### src/rtl/core_pkg.sv
// rtl/core_pkg.sv - core-wide widths, memory op encodings and LSU decode helpers
package core_pkg;

    localparam int DATA_WIDTH     = 32;
    localparam int MEM_CTRL_WIDTH = 4;
    localparam int BE_WIDTH       = DATA_WIDTH / 8;
    localparam int OFF_WIDTH      = $clog2(BE_WIDTH);

    typedef logic [MEM_CTRL_WIDTH-1:0] mem_ctrl_t;

    localparam mem_ctrl_t MEM_NONE = 4'd0;
    localparam mem_ctrl_t MEM_LB   = 4'd1;
    localparam mem_ctrl_t MEM_LH   = 4'd2;
    localparam mem_ctrl_t MEM_LW   = 4'd3;
    localparam mem_ctrl_t MEM_LD   = 4'd4;
    localparam mem_ctrl_t MEM_LBU  = 4'd5;
    localparam mem_ctrl_t MEM_LHU  = 4'd6;
    localparam mem_ctrl_t MEM_LWU  = 4'd7;
    localparam mem_ctrl_t MEM_SB   = 4'd8;
    localparam mem_ctrl_t MEM_SH   = 4'd9;
    localparam mem_ctrl_t MEM_SW   = 4'd10;
    localparam mem_ctrl_t MEM_SD   = 4'd11;

    typedef enum logic [1:0] {
        ST_IDLE,
        ST_REQ,
        ST_WAIT,
        ST_RESP
    } lsu_state_e;

    // Unknown encodings and 64-bit-only ops on a 32-bit core behave as pass-through.
    function automatic mem_ctrl_t mem_normalize(input mem_ctrl_t ctrl);
        mem_ctrl_t r;
        r = ctrl;
        if (ctrl > MEM_SD) begin
            r = MEM_NONE;
        end
        if (DATA_WIDTH == 32 && (ctrl == MEM_LD || ctrl == MEM_LWU || ctrl == MEM_SD)) begin
            r = MEM_NONE;
        end
        return r;
    endfunction

    // log2 of access size in bytes
    function automatic logic [1:0] mem_size(input mem_ctrl_t ctrl);
        logic [1:0] s;
        case (ctrl)
            MEM_LH, MEM_LHU, MEM_SH: s = 2'd1;
            MEM_LW, MEM_LWU, MEM_SW: s = 2'd2;
            MEM_LD, MEM_SD:          s = 2'd3;
            default:                 s = 2'd0;
        endcase
        return s;
    endfunction

    function automatic logic mem_is_store(input mem_ctrl_t ctrl);
        return (ctrl == MEM_SB) || (ctrl == MEM_SH) || (ctrl == MEM_SW) || (ctrl == MEM_SD);
    endfunction

    function automatic logic mem_misaligned(input mem_ctrl_t ctrl, input logic [2:0] addr_lo);
        logic m;
        case (mem_size(ctrl))
            2'd1:    m = addr_lo[0] != 1'b0;
            2'd2:    m = addr_lo[1:0] != 2'b00;
            2'd3:    m = addr_lo != 3'b000;
            default: m = 1'b0;
        endcase
        return m;
    endfunction

endpackage

### src/rtl/lsu_align.sv
// rtl/lsu_align.sv - byte-lane steering for store data/enables and load extraction/extension
import core_pkg::*;

module lsu_align (
    input  mem_ctrl_t                ctrl,
    input  logic [OFF_WIDTH-1:0]     offset,
    input  logic [DATA_WIDTH-1:0]    wdata,
    input  logic [DATA_WIDTH-1:0]    rdata,
    output logic [BE_WIDTH-1:0]      be,
    output logic [DATA_WIDTH-1:0]    wdata_lane,
    output logic [DATA_WIDTH-1:0]    rdata_ext
);

    logic [BE_WIDTH-1:0]   size_mask;
    logic [DATA_WIDTH-1:0] wdata_shift;
    logic [DATA_WIDTH-1:0] rdata_shift;
    logic [OFF_WIDTH+2:0]  shamt;

    assign shamt       = {offset, 3'b000};
    assign wdata_shift = wdata << shamt;
    assign rdata_shift = rdata >> shamt;
    assign be          = size_mask << offset;

    always_comb begin
        size_mask = '0;
        for (int i = 0; i < BE_WIDTH; i++) begin
            size_mask[i] = (i < (1 << mem_size(ctrl)));
        end
    end

    // Lanes outside the access are forced to zero rather than carrying upper wdata bytes.
    always_comb begin
        wdata_lane = '0;
        for (int i = 0; i < BE_WIDTH; i++) begin
            wdata_lane[8*i +: 8] = be[i] ? wdata_shift[8*i +: 8] : 8'h00;
        end
    end

    always_comb begin
        rdata_ext = rdata_shift;
        case (ctrl)
            MEM_LB:  rdata_ext = DATA_WIDTH'($signed(rdata_shift[7:0]));
            MEM_LBU: rdata_ext = DATA_WIDTH'(rdata_shift[7:0]);
            MEM_LH:  rdata_ext = DATA_WIDTH'($signed(rdata_shift[15:0]));
            MEM_LHU: rdata_ext = DATA_WIDTH'(rdata_shift[15:0]);
            MEM_LW:  rdata_ext = DATA_WIDTH'($signed(rdata_shift[31:0]));
            MEM_LWU: rdata_ext = DATA_WIDTH'(rdata_shift[31:0]);
            default: rdata_ext = rdata_shift;
        endcase
    end

endmodule

### src/rtl/lsu.sv
// rtl/lsu.sv - load/store unit: accepts one op, runs one bus transaction, holds result for writeback
import core_pkg::*;

module lsu (
    input  logic                      clk_i,
    input  logic                      rstn_i,
    input  logic                      valid_i,
    output logic                      ready_o,
    input  logic [DATA_WIDTH-1:0]     addr_i,
    input  logic [DATA_WIDTH-1:0]     wdata_i,
    input  logic [MEM_CTRL_WIDTH-1:0] ctrl_i,
    output logic                      mem_req_o,
    output logic                      mem_we_o,
    output logic [DATA_WIDTH-1:0]     mem_addr_o,
    output logic [BE_WIDTH-1:0]       mem_be_o,
    output logic [DATA_WIDTH-1:0]     mem_wdata_o,
    input  logic                      mem_gnt_i,
    input  logic                      mem_rvalid_i,
    input  logic [DATA_WIDTH-1:0]     mem_rdata_i,
    output logic                      valid_o,
    input  logic                      ready_i,
    output logic [DATA_WIDTH-1:0]     out_o,
    output logic                      misaligned_o
);

    lsu_state_e            state_q, state_d;
    logic [DATA_WIDTH-1:0] addr_q;
    logic [DATA_WIDTH-1:0] wdata_q;
    mem_ctrl_t             ctrl_q;
    logic [DATA_WIDTH-1:0] out_q;
    logic                  misaligned_q;

    mem_ctrl_t             ctrl_n;
    logic                  mis_n;
    logic                  accept;
    logic                  in_req;

    logic [BE_WIDTH-1:0]   be_lane;
    logic [DATA_WIDTH-1:0] wdata_lane;
    logic [DATA_WIDTH-1:0] rdata_ext;

    assign ctrl_n  = mem_normalize(ctrl_i);
    assign mis_n   = mem_misaligned(ctrl_n, addr_i[2:0]);
    assign ready_o = (state_q == ST_IDLE) && rstn_i;
    assign accept  = valid_i && ready_o;
    assign in_req  = (state_q == ST_REQ);

    lsu_align u_align (
        .ctrl       (ctrl_q),
        .offset     (addr_q[OFF_WIDTH-1:0]),
        .wdata      (wdata_q),
        .rdata      (mem_rdata_i),
        .be         (be_lane),
        .wdata_lane (wdata_lane),
        .rdata_ext  (rdata_ext)
    );

    // Bus outputs come only from latched operands, so they cannot move while a grant is pending.
    assign mem_req_o    = in_req;
    assign mem_we_o     = in_req && mem_is_store(ctrl_q);
    assign mem_addr_o   = in_req ? {addr_q[DATA_WIDTH-1:OFF_WIDTH], {OFF_WIDTH{1'b0}}} : '0;
    assign mem_be_o     = in_req ? be_lane : '0;
    assign mem_wdata_o  = in_req ? wdata_lane : '0;
    assign valid_o      = (state_q == ST_RESP);
    assign out_o        = out_q;
    assign misaligned_o = misaligned_q;

    always_comb begin
        state_d = state_q;
        case (state_q)
            ST_IDLE: begin
                if (accept) begin
                    if (ctrl_n == MEM_NONE || mis_n) begin
                        state_d = ST_RESP;
                    end else begin
                        state_d = ST_REQ;
                    end
                end
            end
            ST_REQ: begin
                if (mem_gnt_i) begin
                    state_d = mem_is_store(ctrl_q) ? ST_RESP : ST_WAIT;
                end
            end
            ST_WAIT: begin
                if (mem_rvalid_i) begin
                    state_d = ST_RESP;
                end
            end
            ST_RESP: begin
                if (ready_i) begin
                    state_d = ST_IDLE;
                end
            end
            default: state_d = ST_IDLE;
        endcase
    end

    always_ff @(posedge clk_i) begin
        if (!rstn_i) begin
            state_q      <= ST_IDLE;
            addr_q       <= '0;
            wdata_q      <= '0;
            ctrl_q       <= MEM_NONE;
            out_q        <= '0;
            misaligned_q <= 1'b0;
        end else begin
            state_q <= state_d;
            case (state_q)
                ST_IDLE: begin
                    if (accept) begin
                        addr_q       <= addr_i;
                        wdata_q      <= wdata_i;
                        ctrl_q       <= ctrl_n;
                        misaligned_q <= (ctrl_n != MEM_NONE) && mis_n;
                        if (ctrl_n == MEM_NONE) begin
                            out_q <= addr_i;
                        end else begin
                            out_q <= '0;
                        end
                    end
                end
                ST_REQ: begin
                    if (mem_gnt_i) begin
                        out_q <= '0;
                    end
                end
                ST_WAIT: begin
                    if (mem_rvalid_i) begin
                        out_q <= rdata_ext;
                    end
                end
                default: ;
            endcase
        end
    end

endmodule

### config.mk
export PLATFORM = sky130hd
export DESIGN_NAME = lsu
export DESIGN_NICKNAME = d
export VERILOG_FILES = /design/src/rtl/core_pkg.sv /design/src/rtl/lsu_align.sv /design/src/rtl/lsu.sv
export SDC_FILE = /design/constraint.sdc
export NUM_CORES = 1
export LEC_CHECK = 0
export ABC_AREA = 1
export CORE_MARGIN = 4
export CORE_UTILIZATION = 45
export CTS_CLUSTER_DIAMETER = 30
export DETAILED_ROUTE_END_ITERATION = 16
export GPL_ROUTABILITY_DRIVEN = 0
export PLACE_DENSITY_LB_ADDON = 0.12
export SLEW_MARGIN = 20
export SYNTH_ARGS = -nofsm -noshare
export SYNTH_HDL_FRONTEND = slang
export SYNTH_SLANG_ARGS = --single-unit
### constraint.sdc
create_clock -name clk_i -period 2.65 [get_ports clk_i]
set_input_delay 0.3975 -clock clk_i [delete_from_list [all_inputs] [get_ports clk_i]]
set_output_delay 0.3975 -clock clk_i [all_outputs]
set_load 0.01 [all_outputs]
The metal 3 layer:
Scale bar: 20 um.
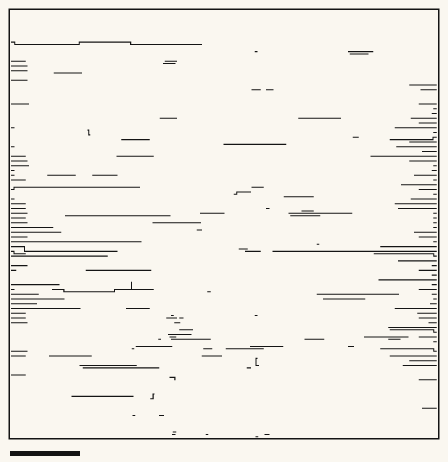
nets with wire on the layer	147
wire length on this layer	1260 um
longest straight run	46.7 um
main direction	horizontal
count of vias placed by the detailed router: 6467
final WL: 19400 um
global routing met3 resource utilization: 5.53%

Cell area per tile:
12 x 12 tiles, from white (low) to dark blue (high), 0 to 100% covered.
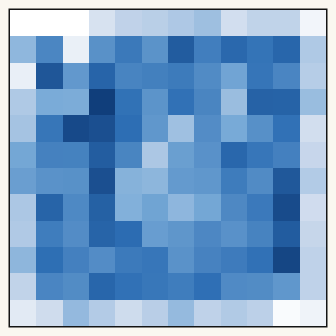
mean over tiles	54%
emptiest ninth of the die	north-west
nearly empty tiles	2.1%
densest ninth of the die	west
tiles over 75% full	15%
fullest tile	95%

Placement view:
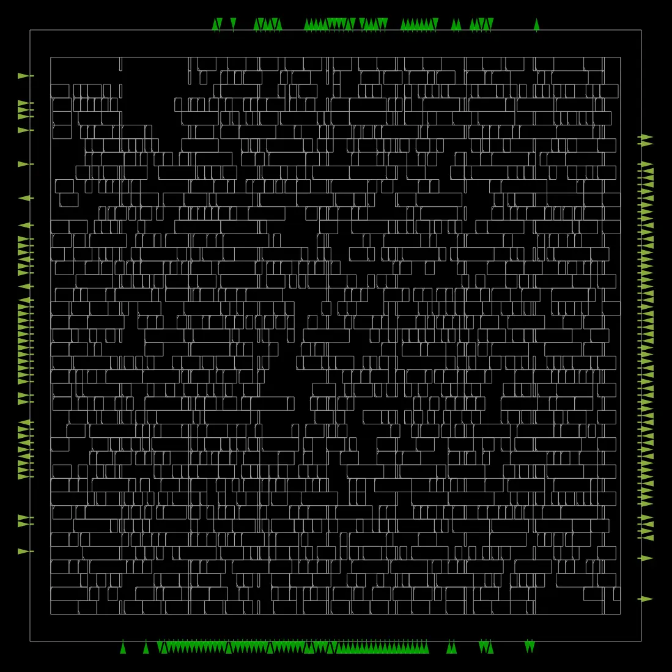
Row Count: 41
flop share of the area: 25.3%
total number of tap cells: 172

worst max-delay path, stage by stage, from the launching register on:
cell	delay (ns)
dfxtp_2	0.37
inv_2	0.04
buf_4	0.27
a21oi_1	0.23
o21ai_0	0.15
a21oi_1	0.21
clkdlybuf4s50_1	0.59
final timing paths:
| kind | slack (ns) | startpoint | end |
|---|---|---|---|
| hold reg to reg | 0.46 | wdata_q[24] | wdata_q[24] |
| hold / removal | 0.39 | rstn_i | out_o[3] |
| setup / recovery | 0.03 | addr_q[0] | mem_wdata_o[21] |
| setup reg to reg | 0.56 | state_q[0] | flip-flop |
report_power, final:
part	switching, uW	total, uW	leakage [uW]	internal (uW)
logic	1510	2590	0.00291	1080
clock network	634	1310	0.000137	675
registers	210	2150	0.000865	1940
total	2360	6050	0.00391	3700
==> run summary <==
Figures from the implementation reports.

- The run finished with clean final reports.
- After synthesis, the design contains approximately 910 cells according to Yosys.
- The routed length per placed instance is around 15 um.
- The largest fanout on the critical path is ~48.
- The mean instance size in the synthesized netlist is 6.47 um^2.
- The initial detailed-routing violation count reads 640.
- The power per unit of standard cell area reads between 700 and 800 mW/mm^2.
- The yosys warning tally reads 0.
- Cells fill between 60% and 70% of the core in the end.
- 650 cells are multi-input combinational gates.
- The clock tree root buffer cell is clkbuf_16.
- The post-synth register bit count is between 100 and 150.
- The synthesized design contains 0 enable-type register cells.
- In this run the count of I/O pins placed on the die edge is between 200 and 250.
- The routed wirelength on the met1 layer is recorded as ~8500 um.
- The floorplan die height reads 122 um.
- The worst setup path is of the reg2out kind.
- The depth of the most critical reg-to-reg path is 12.
- The quantity of I/O buffers inserted on ports is around 210.
- The total cell area reported by yosys after synthesis is 0.00589 mm^2.
- The number of antenna violations at the first check in global routing is 1.
- The amount of wire on met2 after detailed routing is just over 9000 um.
- The simple-gate share of the synthesized area reads 32.5%.
- The fraction of final layout cells with drive strength greater than 1 reads around 6.0%.
- The predominant post-synthesis flop cell is dfxtp_1.
- The first-pass GRT wire length reads 29800 um.
- The highest clock rate this design can be run at is roughly 0.38 GHz.
- The all-layer global routing usage is roughly a quarter.
- Global routing used roughly two fifths of the available met2 tracks.
- The number of library cell types mapped by synthesis reads 38.
- The count of nets left with antenna violations once routing finished came out at 0.
- The share of the synthesized area in the top cell type reads a little over a third.
- The post-place instance area is 0.00800 mm^2.
- The number of hold buffers added after CTS was 0.
- The HPWL reported at the end of detailed placement reads approximately 14000 um.
- The final number of setup-violating endpoints is 0.
- The aoi/oai-family share of the synthesized area reads approximately 17%.
- The post-synthesis instance total is around 910.
- Max-cap violations in this run came to 0.
- Buffers added to address setup during post-CTS repair amount to 0.
- In the final layout, clock buffers and inverters account for between 3 and 4% of the cell area.
- The via count of the first global-routing pass is around 6000.
- The peak ir drop on the vdd network is about 0.61 mV.
- The static power due to leakage is roughly 0.0039 uW.
- The layout report gives the multi-input gate share of total cell area as a little under two fifths.
- The number of buffers other than clock buffers in the final layout is roughly 230.
- The total chip power reads a little over 6000 uW.
- By count the netlist is led by nand2_1, nand3_1, dfxtp_1, inv_1, o21ai_0.
- The arrival time of data at the worst endpoint is listed as between 2 and 2.5 ns.
- The accumulated negative setup slack is 0 ns.
- The flop count reads approximately 110.
- The worst relative slew slack reads between 50 and 60%.
- The layout clock buffer count reads 10.
- The H-tree depth reported by CTS reads 3.
- In this run, the synthesized area fraction spent on xor and xnor cells is recorded as 0%.
- The clock tree has to reach between 100 and 150 sinks.
- Of all flip-flops after synthesis, the portion carrying an async set or reset was 0%.
- The clock tree from TritonCTS is yes.
- The top cell type in the final layout, fill and taps aside, is nand2_1.
- The CTS buffer count is 9.
- The source-to-sink clock delay at the later pin of the worst-skew pair is 0.36 ns.
- After detailed placement, the design holds a cell count of ~1200.
- The critical path endpoint has a required time of roughly 2.3 ns.
- The final-report hold violation count is 0.
- The total of fill cells in the finished design reads ~1200.
- The fraction of synthesized area in multiplexers is roughly 1.2%.
- The largest net degree at the start of global routing reads around 65.
- The dominant kind of cell is logic gates.
- The measured slew at the worst slew-check pin is around 0.63 ns.
- The clock tree skew after final layout is a little under 0.008 ns.
- The final cell count without fillers reads 1260.
- The mean number of vias per cell is ~5.1.
- Sorting the Yosys area breakdown by cell type puts at the top dfxtp_1.
- The worst setup path is captured at an output port.
- The post-route fraction of the period consumed by the critical path is a little over nine tenths.
- After synthesis, the cell types taking the most area are dfxtp_1, nand2_1, nand3_1, o21ai_0, inv_1.
- The worst setup timing slack at the placement stage reads slightly below 0.05 ns.
- The warning total across the stage logs reads 33.
- The area inside the core boundary is 0.0127 mm^2.
- The count of instances resized after the clock tree is built reads 15.
- Per the layout area report, the register area comes to 0.00210 mm^2.
- The detailed-router iteration count before antenna repair is 5.
- The worst setup margin reads roughly 0.028 ns.
- The routed length on met3 is approximately 1300 um.
- Ranking logic cells in the layout by count gives the top entries nand2_1, clkdlybuf4s50_1, nand3_1, dfxtp_1, inv_1.
- The library cell with the highest instance count after synthesis is nand2_1.
- The final-layout worst hold slack is 0.392 ns.
- No sink is reached through more buffers than the 2 on the longest clock path.
- The met1 routing resource usage after global routing is between 30% and 40%.
- The path type of the worst min-delay path is in2reg.
- The final number of max-transition violations reads 0.
- The final net count reads around 1200.
No activity file was given, so power comes from the tool's default toggle rates.
